File: config.mk
export PLATFORM = sky130hd
export DESIGN_NAME = pc_stack_unit
export DESIGN_NICKNAME = d
export VERILOG_FILES = /design/src/rtl/cpu19_pkg.sv /design/src/rtl/ras_lifo.sv /design/src/rtl/pc_stack_unit.sv
export SDC_FILE = /design/constraint.sdc
export NUM_CORES = 1
export LEC_CHECK = 0
export CORE_MARGIN = 4
export CORE_UTILIZATION = 59
export DETAILED_ROUTE_END_ITERATION = 7
export GPL_ROUTABILITY_DRIVEN = 0
export PLACE_DENSITY = 0.8
export REMOVE_ABC_BUFFERS = 1
export SLEW_MARGIN = 10
export SYNTH_ARGS = -nofsm -noshare
export SYNTH_HDL_FRONTEND = slang
export SYNTH_HIERARCHICAL = 1
export SYNTH_SLANG_ARGS = --single-unit
export TNS_END_PERCENT = 5
File: constraint.sdc
create_clock -name clk -period 3.5 [get_ports clk]
set_input_delay 0.7 -clock clk [delete_from_list [all_inputs] [get_ports clk]]
set_output_delay 0.7 -clock clk [all_outputs]
set_load 0.02 [all_outputs]
File: src/rtl/cpu19_pkg.sv
// Shared CPU19 definitions: default address width and next-PC select encodings
// used by both the decoder and the PC/return-stack unit.
package cpu19_pkg;

  localparam int unsigned CPU_AW = 19;

  localparam logic [1:0] JMP_SEQ = 2'b00;
  localparam logic [1:0] JMP_TGT = 2'b01;
  localparam logic [1:0] JMP_RSV = 2'b10;
  localparam logic [1:0] JMP_RET = 2'b11;

endpackage

File: src/rtl/ras_lifo.sv
// Return-address stack: storage, depth counter, full/empty and sticky overflow.
// Define PC_STACK_RAS_WRAP_EN to make a push while full overwrite the oldest entry.
module ras_lifo
  import cpu19_pkg::*;
#(
  parameter int unsigned AW    = CPU_AW,
  parameter int unsigned DEPTH = 8
) (
  input  logic                   clk,
  input  logic                   rst,
  input  logic                   en,
  input  logic                   push,
  input  logic                   pop,
  input  logic [AW-1:0]          wdata,
  output logic [AW-1:0]          tos,
  output logic [$clog2(DEPTH):0] depth,
  output logic                   full,
  output logic                   empty,
  output logic                   ovf
);

  localparam int unsigned PW = $clog2(DEPTH);
  localparam int unsigned DW = PW + 1;
`ifdef PC_STACK_RAS_WRAP_EN
  localparam bit WRAP = 1'b1;
`else
  localparam bit WRAP = 1'b0;
`endif

  logic [AW-1:0] mem [DEPTH];
  logic [PW-1:0] ptr;
  logic          do_push;
  logic          do_pop;
  logic          do_repl;

  // ptr is the next write slot; it equals depth modulo DEPTH unless wrapping occurred
  always_comb begin
    full    = (depth == DW'(DEPTH));
    empty   = (depth == '0);
    do_repl = push & pop & ~empty;
    do_push = push & ~do_repl;
    do_pop  = pop & ~push & ~empty;
    tos     = mem[ptr - PW'(1)];
  end

  always_ff @(posedge clk) begin
    if (en) begin
      if (do_repl) begin
        mem[ptr - PW'(1)] <= wdata;
      end else if (do_push && (!full || WRAP)) begin
        mem[ptr] <= wdata;
      end
    end
  end

  always_ff @(posedge clk) begin
    if (rst) begin
      ptr   <= '0;
      depth <= '0;
      ovf   <= 1'b0;
    end else if (en) begin
      if (do_push) begin
        if (!full) begin
          ptr   <= ptr + PW'(1);
          depth <= depth + DW'(1);
        end else begin
          ovf <= 1'b1;
          if (WRAP) ptr <= ptr + PW'(1);
        end
      end else if (do_pop) begin
        ptr   <= ptr - PW'(1);
        depth <= depth - DW'(1);
      end
    end
  end

endmodule

File: src/rtl/pc_stack_unit.sv
// Program counter with next-PC select and a return-address stack (ras_lifo).
// Honors PC_STACK_RAS_WRAP_EN through ras_lifo (push while full overwrites oldest).
module pc_stack_unit
  import cpu19_pkg::*;
#(
  parameter int unsigned   AW       = CPU_AW,
  parameter int unsigned   DEPTH    = 8,
  parameter logic [AW-1:0] RESET_PC = '0
) (
  input  logic                   clk,
  input  logic                   rst,
  input  logic                   en,
  input  logic [1:0]             jump,
  input  logic                   push,
  input  logic                   pop,
  input  logic [AW-1:0]          target,
  output logic [AW-1:0]          pc,
  output logic [$clog2(DEPTH):0] depth,
  output logic                   full,
  output logic                   empty,
  output logic                   ovf,
  output logic                   udf
);

  logic [AW-1:0] pc_inc;
  logic [AW-1:0] pc_next;
  logic [AW-1:0] tos;
  logic          udf_set;

  ras_lifo #(
    .AW    (AW),
    .DEPTH (DEPTH)
  ) u_ras (
    .clk   (clk),
    .rst   (rst),
    .en    (en),
    .push  (push),
    .pop   (pop),
    .wdata (pc_inc),
    .tos   (tos),
    .depth (depth),
    .full  (full),
    .empty (empty),
    .ovf   (ovf)
  );

  // Reserved select 10 falls through to sequential fetch
  always_comb begin
    pc_inc  = pc + AW'(1);
    pc_next = pc_inc;
    case (jump)
      JMP_TGT: pc_next = target;
      JMP_RET: pc_next = empty ? RESET_PC : tos;
      default: pc_next = pc_inc;
    endcase
    udf_set = empty & ((jump == JMP_RET) | (pop & ~push));
  end

  always_ff @(posedge clk) begin
    if (rst) begin
      pc  <= RESET_PC;
      udf <= 1'b0;
    end else if (en) begin
      pc <= pc_next;
      if (udf_set) udf <= 1'b1;
    end
  end

endmodule

**Run 1: sizing map**

The bar under the picture is 20 microns long.
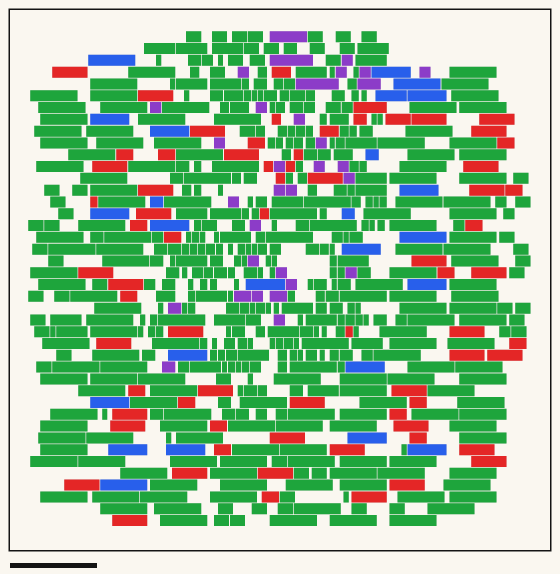
[_0 and _1 cells] green | cells: 470 | share: 79%
[_3 and _4 cells] purple | cells: 32 | share: 5.4%
[_2 cells] red | cells: 70 | share: 12%
[_6 and larger] blue | cells: 25 | share: 4.2%

**Run 1: track usage over the die**

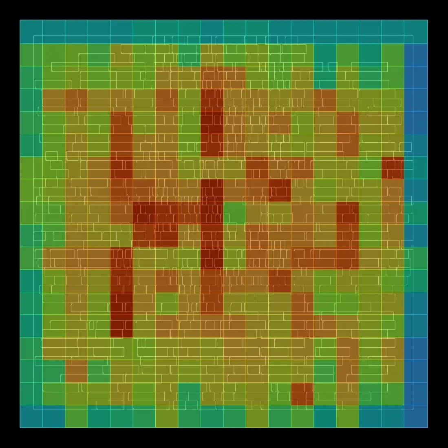
gr busiest metal: met2
global routing usage on met2: 39.2%
Routed wire per std cell: 23.9 microns

==> results_dict.tcl, run 1 <==
# yosys + openroad results
set metrics [dict create \
    status "finished, final reports clean" \
    drt_wl_total_mm 18.5 \
    ctsResizeCount 0 \
    slew_violations 0 \
    final_cell_area_sq_um 9400 \
    synthesis.area_sq_um 8010 \
    critPathRequiredTime_ns 2.80 \
    relSlewSlack_pct 46.4 \
    avgViaCountPerCell 6.45 \
    swShare_pct 26.6 \
    stdcell_count 773 \
    area_share_nonclk_buffers_pct 7.58 \
    switchingPower_mw 1.56 \
    cts-root-buf "clkbuf_16" \
    largest_reg_flops 152 \
    track_usage_pct 24.3 \
    synthXorXnorAreaFrac_pct 2.61 \
    combPwrFrac_pct 22.6 \
    ys.flops 180 \
    hp-start "udf" \
    initialDrtViolationCount 661 \
    sequentialPowerShare_pct 44.0 \
    die_x_microns 124 \
    p_leak_nw 3.12 \
    cts-hold-fix-buffers 0 \
    rr_worst_depth 5 \
    worstReg2RegEnd "u_ras/mem[3][14]" \
    endpoint "full" \
    io_pins 53 \
    regMostFlops "u_ras/mem" \
    min_path_cells 2 \
    seq_share_pct 54.5 \
    cp.depth 2 \
    clock_skew_ns 0.00608 \
    dr.max_layer_used "met4" \
    drive_gt1_share_pct 21.3 \
    power_density_nw_per_um2 623 \
    layout_top_cells "152 x edfxtp_1, 52 x clkdlybuf4s50_1, 38 x mux4_2, 31 x nor2_1, 27 x dfxtp_1" \
    ys_cells 522 \
    fp_util_pct 60.5 \
    wl_met3_mm 1.25 \
    start_kind "flip-flop" \
    regArea_sq_um 5130 \
    cts_num_sinks 180 \
    pg_comb_mw 1.33 \
    fp-row-count 42 \
    grt_pass1_vias 5017 \
    fin_nets 616 \
    ys_sh_simple_pct 7.99 \
    grt-ovfl-total 0 \
    area_leaders "edfxtp_1 57%, mux4_2 11%, dfxtp_1 7.0%" \
    critPathArrivalTime_ns 2.21 \
    clk_pin_slew_ns 0.06 \
    port_buffers 52 \
    p_total_mw 5.86 \
    p_clk_mw 1.96 \
    critPathBufInv 1 \
    avgSynthCellArea_sq_um 15.3 \
    reg.largest.list "u_ras/mem: 152 flops, pc: 19 flops, u_ras/depth: 4 flops" \
    drc_errors 0 \
    async_reset_ff_share_pct 0 \
    finalSetupTns_ns 0 \
    top_area_cell "edfxtp_1" \
    crit_path_max_incr_delay_ns 0.73 \
    dominant-cell-class "flip-flops and latches" \
    finalCoreUtilization_pct 71.0 \
    postSynthSeqShare_pct 64.0 \
    worst_pin_slew_ns 0.798 \
    synth_top_area_share_pct 57.0 \
    synth_chip_area_sq_um 8010 \
    warnings 26 \
    power.group.top "registers" \
    yosysWarnings 6 \
    grt_antenna_before_repair 0 \
]
**Run 1: gate families picked out**

The bar under the picture is 20 microns long.
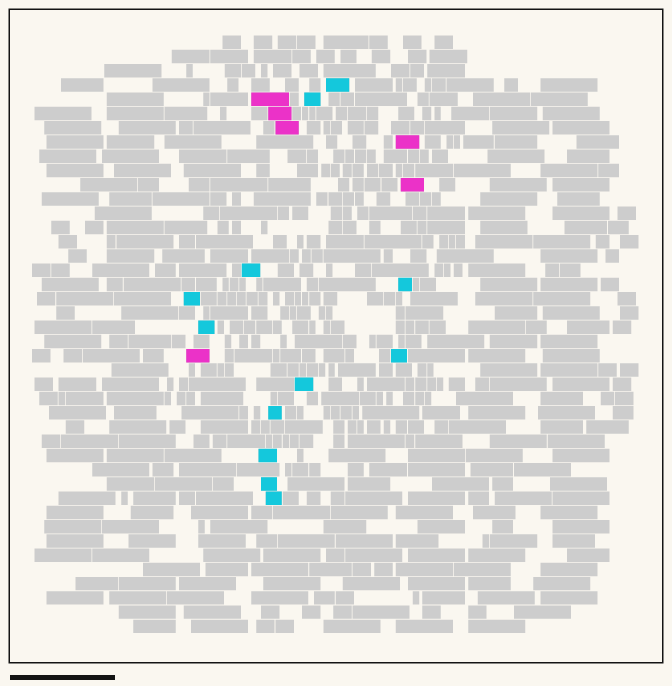
[fa/ha/maj cells] magenta | cells: 6 | most used: ha_1 | where: top center
[non-inverting ao/oa cells] cyan | cells: 12 | most used: a22o_1

**Run 1: cells colored by class**

The bar under the picture is 20 microns long.
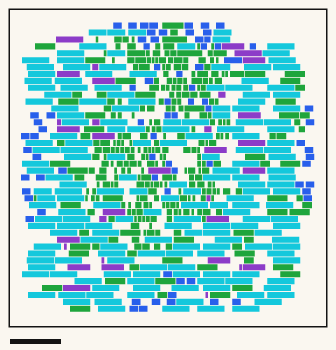

## Run 2: what changed since run 1
--- a/config.mk
+++ b/config.mk
@@ -6,10 +6,10 @@
 export NUM_CORES = 1
 export LEC_CHECK = 0
 export CORE_MARGIN = 4
-export CORE_UTILIZATION = 59
+export CORE_UTILIZATION = 53
 export DETAILED_ROUTE_END_ITERATION = 7
 export GPL_ROUTABILITY_DRIVEN = 0
-export PLACE_DENSITY = 0.8
+export PLACE_DENSITY = 0.76
 export REMOVE_ABC_BUFFERS = 1
 export SLEW_MARGIN = 10
 export SYNTH_ARGS = -nofsm -noshare
==> constraint.sdc (replaced) <==
create_clock -name clk -period 2.4 [get_ports clk]
set_input_delay 0.48 -clock clk [delete_from_list [all_inputs] [get_ports clk]]
set_output_delay 0.48 -clock clk [all_outputs]
set_load 0.02 [all_outputs]
**Run 2: cells colored by class**

The bar under the picture is 50 microns long.
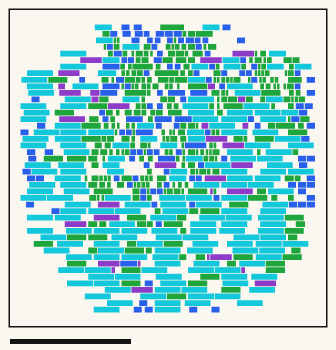
[clock drivers and dummy loads] purple | cells: 32 | share of their area: 6.1%
[sequential cells] cyan | cells: 180 | share of their area: 53%
[remaining buffers and delay cells] blue | cells: 132 | share of their area: 13%
[combinational and other logic] green | cells: 309 | share of their area: 28%

**Run 2: track usage over the die**

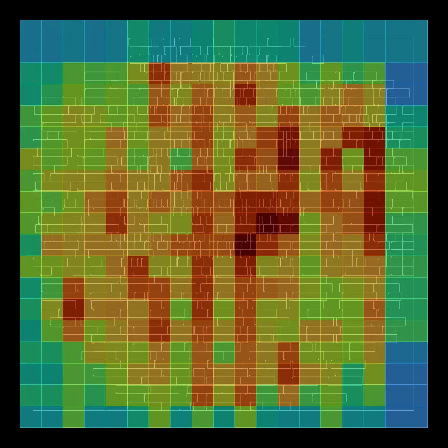
GR Util All Layers: 24.6%
met3 global-route usage: 5.20%
final core utilization: 68.2%
global routing usage on met2: 40.8%

**Run 2: gate families picked out**

The bar under the picture is 50 microns long.
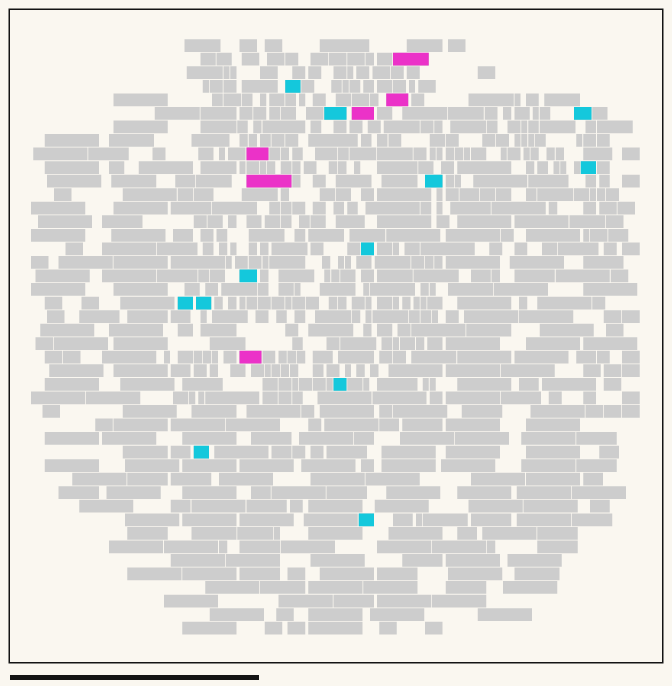
[fa/ha/maj cells] magenta | cells: 6 | most used: ha_1 | where: top center
[non-inverting ao/oa cells] cyan | cells: 12 | most used: a22o_1

==> results_dict.tcl, run 2 <==
# yosys + openroad results
set metrics [dict create \
    port_buffers 52 \
    swShare_pct 27.6 \
    io_pins 53 \
    postSynthSeqShare_pct 64.0 \
    sequentialPowerShare_pct 41.9 \
    pg_comb_mw 2.33 \
    htree_levels 4 \
    slew_violations 0 \
    dr.max_layer_used "met4" \
    initialDrtViolationCount 549 \
    cts_num_sinks 180 \
    endpoint "u_ras/depth[3]" \
    async_reset_ff_share_pct 0 \
    area_share_nonclk_buffers_pct 12.8 \
    reg.largest.list "u_ras/mem: 152 flops, pc: 19 flops, u_ras/depth: 4 flops" \
    regArea_sq_um 5130 \
    dominant-cell-class "flip-flops and latches" \
    synthXorXnorAreaFrac_pct 2.61 \
    ctsResizeCount 1 \
    cp.depth 8 \
    clock_skew_ns 0.00832 \
    power.group.top "registers" \
    cts_setup_buffers 1 \
    clk_pin_slew_ns 0.06 \
    busiest_layer "met2" \
    stdcell_count 837 \
    synth_top_area_share_pct 57.0 \
    grt_antenna_before_repair 0 \
    fp_util_pct 54.7 \
    drive_gt1_share_pct 28.6 \
    min_path_cells 2 \
    final_cell_area_sq_um 9980 \
    yosysWarnings 6 \
    regMostFlops "u_ras/mem" \
    fp-row-count 44 \
    start_kind "flip-flop" \
    worstReg2RegEnd "u_ras/depth[3]" \
    grt_pass1_vias 5275 \
    hp-start "u_ras/ovf" \
    layout_top_cells "152 x edfxtp_1, 68 x buf_4, 51 x clkdlybuf4s50_1, 38 x mux4_2, 31 x nor2_1" \
    status "finished, final reports clean" \
    worst_pin_slew_ns 0.675 \
    warnings 27 \
    ys_sh_simple_pct 7.99 \
    finalSetupTns_ns 0 \
    top_area_cell "edfxtp_1" \
    power_density_nw_per_um2 889 \
    fin_nets 672 \
    p_clk_mw 2.83 \
    seq_share_pct 51.3 \
    synthesis.area_sq_um 8010 \
    largest_reg_flops 152 \
    drt_wl_total_mm 20.3 \
    cts-root-buf "clkbuf_16" \
    critPathArrivalTime_ns 2.67 \
    cts-hold-fix-buffers 0 \
    ys_cells 522 \
    avgViaCountPerCell 6.35 \
    wire_per_inst_microns 24.3 \
    wl_met3_mm 1.63 \
    relSlewSlack_pct 54.7 \
    crit_path_max_incr_delay_ns 0.38 \
    combPwrFrac_pct 26.2 \
    yosysMostFrequentCell "edfxtp_1" \
    p_leak_nw 3.46 \
    area_leaders "edfxtp_1 57%, mux4_2 11%, dfxtp_1 7.0%" \
]
